`src/rtl/fetch_decode_queue.sv`:
```
// Prefetch byte queue: buffers fetched bytes, predecodes 6502 instruction length and hands
// whole instructions (opcode, operands, PC) to the decoder over a valid/ready handshake.
module fetch_decode_queue #(
  parameter int unsigned DEPTH    = 8,
  parameter logic [15:0] RESET_PC = 16'h0000,
  parameter int unsigned BRK_LEN  = 1
) (
  input  logic                         clk,
  input  logic                         rst_n,
  input  logic                         flush,
  input  logic [15:0]                  flush_pc,
  input  logic                         in_valid,
  output logic                         in_ready,
  input  logic [7:0]                   in_byte,
  output logic                         out_valid,
  input  logic                         out_ready,
  output logic [7:0]                   out_opcode,
  output logic [7:0]                   out_op1,
  output logic [7:0]                   out_op2,
  output logic [1:0]                   out_len,
  output logic [15:0]                  out_pc,
  output logic [$clog2(DEPTH+1)-1:0]   count
);

  localparam int unsigned PtrW = $clog2(DEPTH);
  localparam int unsigned CntW = $clog2(DEPTH + 1);

  if ((DEPTH < 4) || ((DEPTH & (DEPTH - 1)) != 0)) begin : g_depth_check
    $error("fetch_decode_queue: DEPTH must be a power of 2 and at least 4");
  end
  if ((BRK_LEN != 1) && (BRK_LEN != 2)) begin : g_brk_len_check
    $error("fetch_decode_queue: BRK_LEN must be 1 or 2");
  end

  logic [7:0]      mem_q [DEPTH];
  logic [PtrW-1:0] rd_ptr_q, rd_ptr_d;
  logic [PtrW-1:0] wr_ptr_q, wr_ptr_d;
  logic [CntW-1:0] count_q, count_d;
  logic [15:0]     pc_q, pc_d;
  logic [7:0]      head, byte1, byte2;
  logic [1:0]      len;
  logic            push, pop;

  // Operand bytes wrap naturally because DEPTH is a power of 2.
  assign head  = mem_q[rd_ptr_q];
  assign byte1 = mem_q[rd_ptr_q + PtrW'(1)];
  assign byte2 = mem_q[rd_ptr_q + PtrW'(2)];

  // Opcode layout aaa_bbb_cc: the bbb column and cc group decide length; first match wins.
  always_comb begin
    if (head == 8'h00) begin
      len = 2'(BRK_LEN);
    end else if ((head == 8'h40) || (head == 8'h60)) begin
      len = 2'd1;
    end else if (head == 8'h20) begin
      len = 2'd3;
    end else if ((head[3:2] == 2'b10) && !head[0]) begin
      len = 2'd1;
    end else if ((head[4:2] == 3'b011) || (head[4:2] == 3'b111)) begin
      len = 2'd3;
    end else if ((head[4:2] == 3'b110) && head[0]) begin
      len = 2'd3;
    end else begin
      len = 2'd2;
    end
  end

  assign out_valid  = (count_q >= CntW'(len)) && (count_q != '0);
  assign in_ready   = (count_q < CntW'(DEPTH)) && !flush;
  assign push       = in_valid && in_ready;
  assign pop        = out_valid && out_ready && !flush;

  assign out_opcode = head;
  assign out_len    = len;
  assign out_op1    = (out_valid && (len != 2'd1)) ? byte1 : 8'h00;
  assign out_op2    = (out_valid && (len == 2'd3)) ? byte2 : 8'h00;
  assign out_pc     = pc_q;
  assign count      = count_q;

  always_comb begin
    rd_ptr_d = rd_ptr_q;
    wr_ptr_d = wr_ptr_q;
    count_d  = count_q;
    pc_d     = pc_q;
    if (flush) begin
      rd_ptr_d = '0;
      wr_ptr_d = '0;
      count_d  = '0;
      pc_d     = flush_pc;
    end else begin
      if (push) begin
        wr_ptr_d = wr_ptr_q + PtrW'(1);
      end
      if (pop) begin
        rd_ptr_d = rd_ptr_q + PtrW'(len);
        pc_d     = pc_q + 16'(len);
      end
      count_d = count_q + CntW'(push) - (pop ? CntW'(len) : CntW'(0));
    end
  end

  always_ff @(posedge clk or negedge rst_n) begin
    if (!rst_n) begin
      rd_ptr_q <= '0;
      wr_ptr_q <= '0;
      count_q  <= '0;
      pc_q     <= RESET_PC;
    end else begin
      rd_ptr_q <= rd_ptr_d;
      wr_ptr_q <= wr_ptr_d;
      count_q  <= count_d;
      pc_q     <= pc_d;
    end
  end

  // Storage is deliberately left out of reset.
  always_ff @(posedge clk) begin
    if (push) begin
      mem_q[wr_ptr_q] <= in_byte;
    end
  end

endmodule
```
`config.mk`:
```
export PLATFORM = sky130hd
export DESIGN_NAME = fetch_decode_queue
export DESIGN_NICKNAME = d
export VERILOG_FILES = /design/src/rtl/fetch_decode_queue.sv
export SDC_FILE = /design/constraint.sdc
export NUM_CORES = 1
export LEC_CHECK = 0
export CAP_MARGIN = 20
export CORE_MARGIN = 2
export CORE_UTILIZATION = 30
export DETAILED_ROUTE_END_ITERATION = 8
export PLACE_DENSITY = 0.58
export SKIP_CTS_REPAIR_TIMING = 1
export SLEW_MARGIN = 20
export SYNTH_ARGS = -nofsm -noshare
export SYNTH_HDL_FRONTEND = slang
export SYNTH_SLANG_ARGS = --single-unit
export TNS_END_PERCENT = 30
```
`constraint.sdc`:
```
create_clock -name clk -period 10.8 [get_ports clk]
set_input_delay 3.24 -clock clk [delete_from_list [all_inputs] [get_ports clk]]
set_output_delay 3.24 -clock clk [all_outputs]
set_load 0.02 [all_outputs]
```
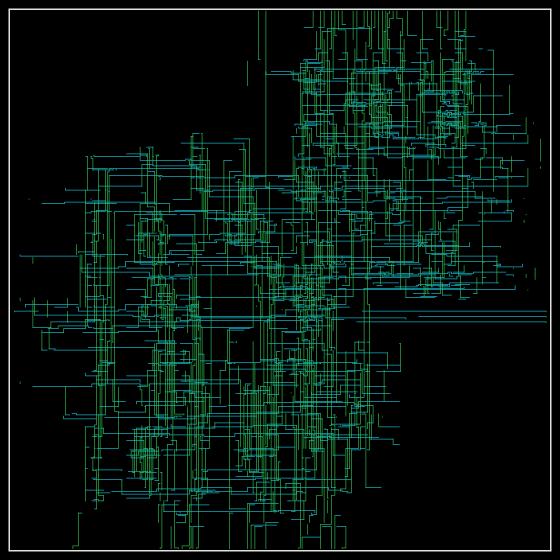
Figure 1: run 1, signal wires by layer.
Only two layers are drawn.
color	layer	wire length
cyan	metal 1	5420 um
green	metal 2	6650 um
Final Routed Wirelength: 13400 um
overall routing resource usage: 0.151
via count: 3576
drt wl/cell: 19.5 um

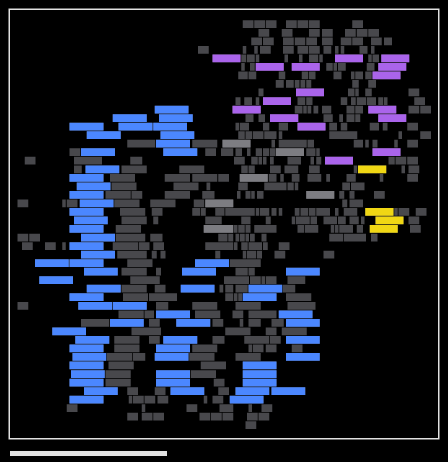
Figure 2: run 1, sequential cells grouped by signal name.
Scale bar: 50 um.
color	netlist name	sequential cells
blue	`mem_q`	64
yellow	`count`	4
purple	`out_pc`	16
not colored	6

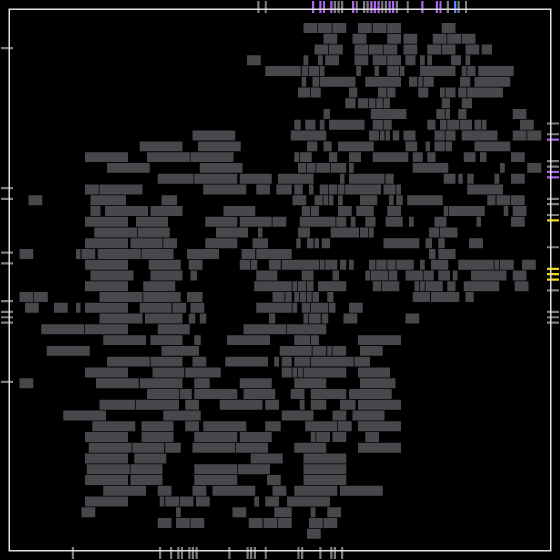
Figure 3: run 1, pin placement.
Pins as bars across the die edge, other pins in gray.
color	port	pins	direction	edge
blue	`rst_n`	1	input	top
yellow	`count`	4	output	right
purple	`flush_pc`	16	input	13 top, 3 right
all pins by edge	29 top, 19 right, 19 bottom, 10 left
Port Buf Inserts: 76
Die H: 136 um
chip width: 136 um

==> Changelog: implementation, run 1 <==
### Implementation results

- FF+latch area: 2570 um2
- Mapped Cells: 381
- Clock tree sinks: 90
- GRT Residual Overflow: 0
- Clock power frac: 0.281
- Final net count: 500
- Arrival @ worst endpoint: 5.91 ns
- Sequential Power Share: 0.382
- Placed cell count: 668
- Cell Area, Placed: 6260 um2
- Fmax achieved: 109 MHz
- Cell area leaders: edfxtp_1 37%, mux4_2 17%, dfrtp_1 12%
- Dominant cell type by area after synthesis: edfxtp_1
- Period utilisation layout: 0.847
- Met2 routed WL: 6650 um
- TritonCTS Buffers: 9
- Busiest grt layer: met2
- Tool warnings: 27
- Layout Cells excl Fill: ~680
- Max reg flops: roughly 64
- Area-dominant class: flip-flops and latches
- Synth warn: 0
- Core area: 17200 um2
- # clk buffers: 9
- FF-to-FF Start: rd_ptr_q[0]
- Max-cap viol count: 0
- RSZ-0062 raised after global routing: no
- Synth-to-layout area growth: 24.8%
- Crit path to: out_op2[6]
- Inverters: 17
- Post-route cell area: 6570 um2
- Net switching power: around 0.37 mW
- Met3 Use GR: 0.0451
- Area share, top type: 0.365
- Diode count: 0
- Cell Int Power: 0.725 mW
- Total sequential power: 0.417 mW
- Fin Hold WS: 0.602 ns
- TritonCTS clock tree: yes
- FFs w/ async S/R, synth: 0.289
- Synth cell types: 50
- Mean area per synthesized cell: 13.8 um2
- Stages on the worst setup path: 13
- Clock slew at reported path FFs: 0.07 ns
- Yosys chip area: approximately 5300 um2
- Flop2flop setup slack: 4.77 ns
- Main flop type after synthesis: edfxtp_1
- Post-synthesis sequential area ratio: 0.489
- Max VDD drop: 0.0000883 V
- Comb area share: 0.387
- Wl on met1: approximately 5400 um
- Most common cell in the synthesized netlist: edfxtp_1
- CP max FO: 38
- H-Tree Depth: 3
- Clk buf depth: 2
- Vias per inst: 5.23
- Sw Share: 0.336
- Outcome: complete, no violations
- Kind of critical path: reg2out
- #MultiIn Comb: 254
- Most flops, register: mem_q
- Crit path max-delay cell type: dfrtp_2
- Max incr delay on CP: 1.01 ns
- Fillers: approximately 1600
- Worst Path Required: about 7.6 ns
- Skew final: roughly 0.013 ns
- Worst r2r dst: count[1]
- Worst path cell trace: buf_4, mux2_2, mux4_2, or2_0, a31o_1, ha_1, inv_1, o21ai_0, nand2_1, inv_1, o2111ai_4, a211oi_2, clkdlybuf4s50_1
- P per Cell Area: between 150 and 200 nW/um2
- Root buffer cell: clkbuf_16
- Logic area: 2540 um2
- Antenna viol nets, final: 0
- Clock-cell share of area: 0.0451
- Ys cells: 381
- Max Transition Viols Final: 0
- Combinational Power Share: 0.337
- Hold Crit Class: reg2reg
- Worst-Skew Late Latency: 0.35 ns
- Syn Std Cell Area: 5260 um2
- Bufs w/o clock: between 80 and 90
- Initial Utilization: 0.305
- Commonest cells in the netlist: 64 x edfxtp_1, 39 x mux4_2, 29 x nor2_1, 26 x dfrtp_1, 24 x nand2_1
- Rel. slew slack: 0.234
- Initial antenna violation count: 0
- Met1 GRT Util: 0.183
- Remaining DRCs: 0
- Vias in the first global route: roughly 3700
- Hold Path Stages: 2
- Die area: 18600 um2
- GR Util met2: 0.244
- Syn Nets: around 430
- Final Setup Violations: 0
- Crit path from: rd_ptr_q[0]
- Comb group: 0.368 mW
- DR iter-0 viols: 223
- First-pass GRT wire length: 20600 um
- Top sig layer: met4
- Critical path launch point type: flop
- Worst hold endpoint: out_pc[15]
- Flop share of the area: 0.392
- R2R depth: 15
- Dominant logic cell types in the final layout: 76 x clkdlybuf4s50_1, 64 x edfxtp_1, 39 x mux4_2
- Post-synth EDFFs: 64
- Tmin final: 9.15 ns
- Non-clock buffer share: 0.123
- Hold Fails Final Rpt: 0
- Top cell excl fill/tap: clkdlybuf4s50_1
- Hpwl dp: ~9800 um
- Share of cells above drive strength 1: 0.185
- P_leak: ~2.2 nW
- First-pass DRT Iterations: 4
- Ports: 77
- Crit path max-delay family: AND-OR/OR-AND gates
- Fin Setup TNS: 0 ns
- Tap Cells: 225
==> run 1: stage by stage <==
stage | worst slack (ns) | power, mW | util
after floorplan | 3.60 | 0.661 | -
after global placement | 2.29 | 0.788 | 0.362
after detailed placement | 2.00 | 0.794 | 0.363
after CTS | 1.62 | 1.10 | 0.381
after global routing | 1.24 | 1.15 | 0.381
final | 1.65 | 1.09 | 0.381
==> run 1: kinds of logic after synthesis <==
| group | after synthesis | synth area share |
|---|---|---|
| adders and majority gates | 17 | 0.0447 |
| DFF | 90 | 0.489 |
| buffers and inverters | 37 | 0.0328 |
| muxes | 75 | 0.252 |
| AOI/OAI and AO/OA | 39 | 0.0563 |
| and+or+nand+nor | 112 | 0.107 |
| xor gates and xnor gates | 11 | 0.0183 |
==> run 2: changes to the inputs <==
--- a/config.mk
+++ b/config.mk
@@ -9,7 +9,7 @@
 export CORE_MARGIN = 2
 export CORE_UTILIZATION = 30
 export DETAILED_ROUTE_END_ITERATION = 8
-export PLACE_DENSITY = 0.58
+export PLACE_DENSITY = 0.6
 export SKIP_CTS_REPAIR_TIMING = 1
 export SLEW_MARGIN = 20
 export SYNTH_ARGS = -nofsm -noshare
==> constraint.sdc (replaced) <==
create_clock -name clk -period 7.5 [get_ports clk]
set_input_delay 2.25 -clock clk [delete_from_list [all_inputs] [get_ports clk]]
set_output_delay 2.25 -clock clk [all_outputs]
set_load 0.02 [all_outputs]
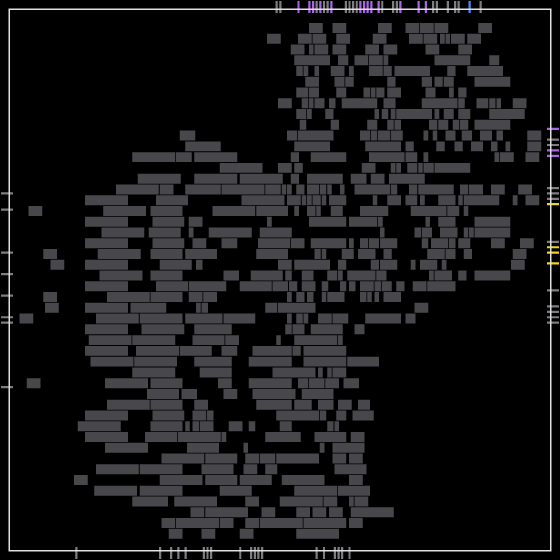
Figure 4: run 2, pin placement.
Pins as bars across the die edge, other pins in gray.
color	port	pins	direction	edge
blue	`rst_n`	1	input	top
purple	`flush_pc`	16	input	13 top, 3 right
yellow	`count`	4	output	right
all pins by edge	32 top, 19 bottom, 18 right, 8 left

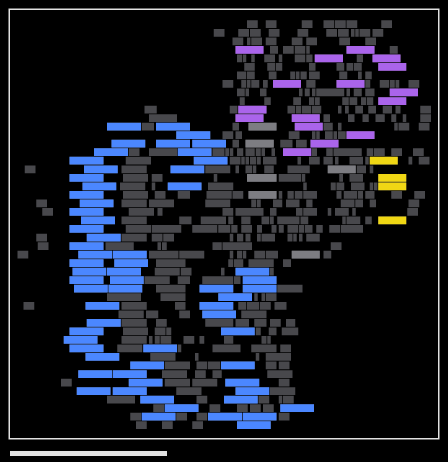
Figure 5: run 2, sequential cells grouped by signal name.
Scale bar: 50 um.
color	netlist name	sequential cells
purple	`out_pc`	16
yellow	`count`	4
blue	`mem_q`	64

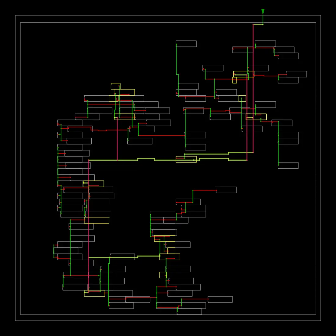
Figure 6: run 2, clock wiring as the flow saved it.
flip-flop and latch count: 90
Worst-Skew Late Latency: 0.36 ns
Clk. pwr: 0.471 mW
# clk buffers: 9
skew final: 0.00897 ns

==> Changelog: implementation, run 2 <==
### Implementation results

- GRT Residual Overflow: 0
- Chip width: ~140 um
- Die H: 136 um
- Simple-gate portion of the synthesized area: 0.107
- Cell Area, Placed: 6310 um2
- RSZ-0062 raised after global routing: no
- Initial Utilization: 0.305
- Bufs w/o clock: roughly 86
- Share of cells above drive strength 1: 0.188
- Clk buf depth: 2
- Yosys xor share: 0.0183
- Overall Power: roughly 1.6 mW
- Worst Path Required: around 5.3 ns
- DR iter-0 viols: 204
- Fin util: 0.384
- GR Util met2: 0.248
- Synth warn: 0
- Comb group: between 0.5 and 0.6 mW
- Rel. slew slack: 0.279
- Synth cell types: 50
- Met2 routed WL: a little under 7000 um
- Crit path from: rd_ptr_q[0]
- Met3 Use GR: 0.0328
- Mapped Cells: 381
- Drt wl/cell: 19.5 um
- Non-clock buffer share: 0.129
- Ports: 77
- Adder-Cell Fraction of Synth Area: 0.0447
- Post-synth EDFFs: about 64
- Top sig layer: met4
- Period utilisation layout: 0.928
- Post-synthesis compound-gate area fraction: 0.0563
- Fmax achieved: 144 MHz
- Final Setup Violations: 0
- Remaining DRCs: 0
- Vias in the first global route: 3605
- Outcome: complete, no violations
- Clock slew at reported path FFs: 0.07 ns
- R2R depth: 17
- FFs w/ async S/R, synth: 0.289
- #MultiIn Comb: 254
- Layout Cells excl Fill: 688
- Comb area share: 0.383
- Critical path launch point type: flop
- Area-dominant class: flip-flops and latches
- Fillers: 1590
- Max-cap viol count: 0
- Overall routing resource usage: 0.150
- Most common cell in the synthesized netlist: edfxtp_1
- Sequential Power Share: 0.366
- Combinational Power Share: 0.342
- Max VDD drop: roughly 0.00012 V
- Worst r2r dst: count[1]
- Flop share of the area: 0.389
- Tool warnings: 27
- Busiest grt layer: met2
- H-Tree Depth: 3
- P per Cell Area: around 240 nW/um2
- Total sequential power: 0.592 mW
- First-pass DRT Iterations: 4
- Logic area: 2540 um2
- Port Buf Inserts: 76
- Final net count: 504
- Synth mux share: 0.252
- Arrival @ worst endpoint: 4.71 ns
- Tmin final: approximately 7 ns
- Hpwl dp: 9650 um
- Area share, top type: 0.365
- Root buffer cell: clkbuf_16
- Die area: 18600 um2
- Commonest cells in the netlist: 64 x edfxtp_1, 39 x mux4_2, 29 x nor2_1, 26 x dfrtp_1, 24 x nand2_1
- Initial antenna violation count: 0
- Net switching power: 0.530 mW
- FF+latch area: 2570 um2
- Syn Nets: between 400 and 500
- Sw Share: 0.328
- Placed cell count: ~670
- FF-to-FF Start: rd_ptr_q[0]
- Hold Path Stages: 2
- Flop2flop setup slack: 2.43 ns
- Hold Fails Final Rpt: 0
- Mean area per synthesized cell: 13.8 um2
- Fin Setup TNS: 0 ns
- Main flop type after synthesis: edfxtp_1
- Tap Cells: 225
- Final worst slack: 0.538 ns
- Num rows: ~48
- Clock tree sinks: 90
- Yosys chip area: 5260 um2
- Diode count: 0
- Dominant cell type by area after synthesis: edfxtp_1
- Top logic family: multiplexers
- Cell area leaders: edfxtp_1 37%, mux4_2 17%, dfrtp_1 12%
- Clock-cell share of area: 0.0467
- Clock power frac: 0.291
- Cell Int Power: 1.09 mW
- Synth-to-layout area growth: 25.8%
- Wl on met1: ~5600 um
- Met1 GRT Util: 0.187
- Hold Crit Class: reg2reg
- Syn Std Cell Area: 5260 um2
- Core area: 17200 um2
- Post-synthesis sequential area ratio: 0.489
- Worst hold endpoint: out_pc[15]
- Max reg flops: approximately 64
- TritonCTS Buffers: 9
==> run 2: critical path, stage by stage, from the launching register on <==
cell and delay, ns:
dfrtp_2 0.37, buf_12 0.29, mux4_2 0.58, mux2i_4 0.30, inv_1 0.16, nor4_1 0.28, a31o_1 0.24, ha_1 0.14
inv_1 0.04, o21ai_0 0.16, buf_4 0.16, nand2_1 0.05, buf_4 0.20, inv_1 0.16, o2111ai_4 0.26, a211oi_2 0.29
clkdlybuf4s50_1 0.64
==> run 2: how the worst max path moves through the flow <==
stage	to	slack [ns]	depth (start not counted)
6_report	out_op2[6]	0.54	16
5_1_grt	out_op2[6]	0.23	16
4_1_cts	out_op2[6]	0.52	16
3_5_place_dp	out_op2[6]	0.92	16
3_3_place_gp	out_op2[6]	1.03	16
2_1_floorplan	out_op2[6]	1.29	14
==> run 3: changes to the inputs <==
--- a/config.mk
+++ b/config.mk
@@ -11,7 +11,6 @@
 export DETAILED_ROUTE_END_ITERATION = 8
 export PLACE_DENSITY = 0.6
 export SKIP_CTS_REPAIR_TIMING = 1
-export SLEW_MARGIN = 20
 export SYNTH_ARGS = -nofsm -noshare
 export SYNTH_HDL_FRONTEND = slang
 export SYNTH_SLANG_ARGS = --single-unit
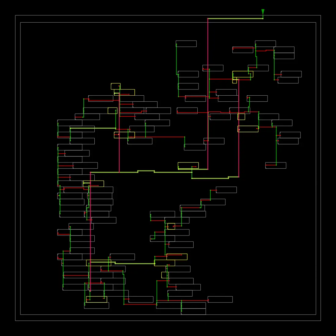
Figure 7: run 3, clock wiring as the flow saved it.
TritonCTS Buffers: 9
skew final: 0.00756 ns
clock tree sinks: 90

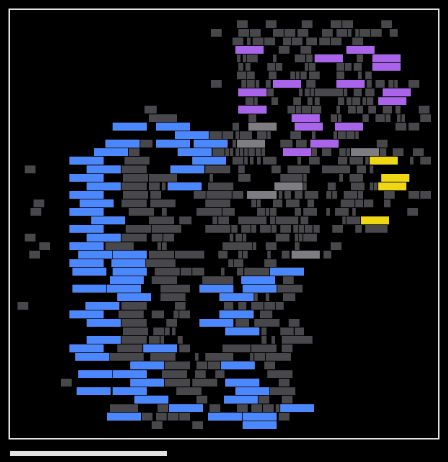
Figure 8: run 3, sequential cells grouped by signal name.
Scale bar: 50 um.
color	netlist name	sequential cells
blue	`mem_q`	64
yellow	`count`	4
purple	`out_pc`	16

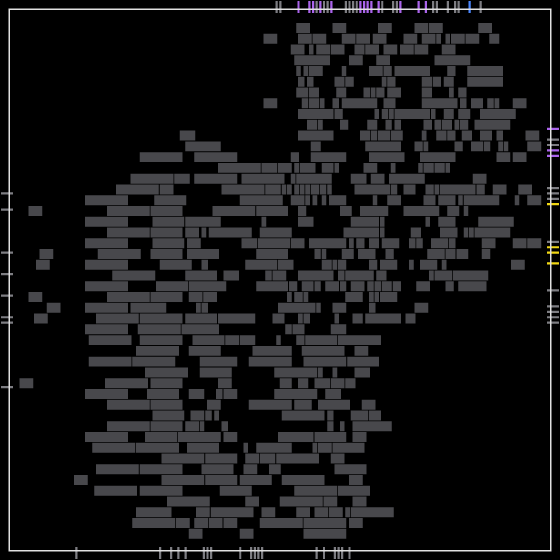
Figure 9: run 3, pin placement.
Pins as bars across the die edge, other pins in gray.
color	port	pins	direction	edge
purple	`flush_pc`	16	input	13 top, 3 right
blue	`rst_n`	1	input	top
yellow	`count`	4	output	right
all pins by edge	32 top, 19 bottom, 18 right, 8 left

==> Changelog: implementation, run 3 <==
### Implementation results

- Outcome: complete, no violations
- Max incr delay on CP: about 0.65 ns
- H-Tree Depth: 3
- Flop share of the area: 0.386
- Synth warn: 0
- Most flops, register: mem_q
- #MultiIn Comb: 254
- Bufs w/o clock: 90
- Share of cells above drive strength 1: 0.186
- Comb area share: 0.379
- Fmax achieved: 143 MHz
- Port Buf Inserts: 76
- TritonCTS clock tree: yes
- Vias in the first global route: 3590
- Fin Hold WS: 0.591 ns
- Yosys xor share: 0.0183
- Yosys chip area: 5260 um2
- Via count: 3672
- Overall routing resource usage: 0.149
- Ports: 77
- Cell area leaders: edfxtp_1 37%, mux4_2 17%, dfrtp_1 12%
- Post-synthesis sequential area ratio: 0.489
- Adder-Cell Fraction of Synth Area: 0.0447
- Mean area per synthesized cell: approximately 14 um2
- Clk buf depth: 2
- Area share, top type: 0.365
- Vias per inst: 5.31
- Met3 Use GR: 0.0365
- Antenna viol nets, final: 0
- Hold Crit Class: reg2reg
- Sw Share: 0.327
- Comb group: 0.562 mW
- FF+latch area: between 2000 and 3000 um2
- Period utilisation layout: 0.934
- Max VDD drop: 0.000123 V
- Synth mux share: 0.252
- FFs w/ async S/R, synth: 0.289
- Final net count: roughly 500
- Fin util: 0.387
- Commonest cells in the netlist: 64 x edfxtp_1, 39 x mux4_2, 29 x nor2_1, 26 x dfrtp_1, 24 x nand2_1
- Post-synthesis compound-gate area fraction: 0.0563
- Max Transition Viols Final: 0
- Main flop type after synthesis: edfxtp_1
- P per Cell Area: 244 nW/um2
- Total sequential power: about 0.6 mW
- Root buffer cell: clkbuf_16
- Initial Utilization: 0.305
- Worst path cell trace: buf_12, mux4_1, mux2_2, nor2_1, nand2_1, a21oi_1, ha_1, nor2b_1, o21ai_0, buf_4, nand2_1, buf_4, inv_1, o2111ai_4, a211oi_2, clkdlybuf4s50_1
- P_leak: about 2.2 nW
- Met1 GRT Util: 0.181
- Arrival @ worst endpoint: 4.75 ns
- Final Routed Wirelength: 13600 um
- Core area: 17200 um2
- Worst-Skew Late Latency: approximately 0.36 ns
- Rel. slew slack: 0.311
- Clk. pwr: 0.471 mW
- Synth cell types: 50
- Max-cap viol count: 0
- Logic area: 2530 um2
- Crit path to: out_op2[6]
- Crit path max-delay family: buffers and inverters
- Area-dominant class: flip-flops and latches
- Flop2flop setup slack: around 2.5 ns
- Die H: approximately 140 um
- Initial antenna violation count: 0
- Mapped Cells: ~380
- Syn Nets: 427
- Top logic family: multiplexers
- Syn Std Cell Area: 5260 um2
- Dominant cell type by area after synthesis: edfxtp_1
- Remaining DRCs: 0
- Num rows: 48
- Tool warnings: 27
- Layout Cells excl Fill: 692
- Synth-to-layout area growth: 26.8%
- Wl on met1: approximately 5600 um
- Inverters: 17
- Clock slew at reported path FFs: 0.07 ns
- Drt wl/cell: 19.6 um
- Sequential Power Share: 0.365
- GR Util met2: 0.248
- # clk buffers: 9
- Combinational Power Share: 0.346
- Busiest grt layer: met2
- Dominant logic cell types in the final layout: 76 x clkdlybuf4s50_1, 64 x edfxtp_1, 39 x mux4_2
- Net switching power: 0.532 mW
- Top cell excl fill/tap: clkdlybuf4s50_1
- Diode count: 0
- Simple-gate portion of the synthesized area: 0.107
- Critical path launch point type: flop
==> run 3: worst min-delay path by stage <==
stage	end	startpoint	slack, ns	cells past startpoint
after floorplan	wr_ptr_q[0]	wr_ptr_q[0]	0.55	2
after global placement	out_pc[15]	out_pc[15]	0.57	2
after detailed placement	out_pc[15]	out_pc[15]	0.58	2
after CTS	out_pc[15]	out_pc[15]	0.59	2
after global routing	out_pc[15]	out_pc[15]	0.62	2
final	out_pc[15]	out_pc[15]	0.59	2
==> run 3: through the flow <==
stage          instance area [um2]  setup slack [ns]
4_1_cts                       6620             0.512
5_1_grt                       6670             0.295
3_5_place_dp                  6310             0.915
6_report                      6670             0.495
2_1_floorplan                 5260              1.29
3_3_place_gp                  6280              1.03
No activity file was given, so power comes from the tool's default toggle rates.
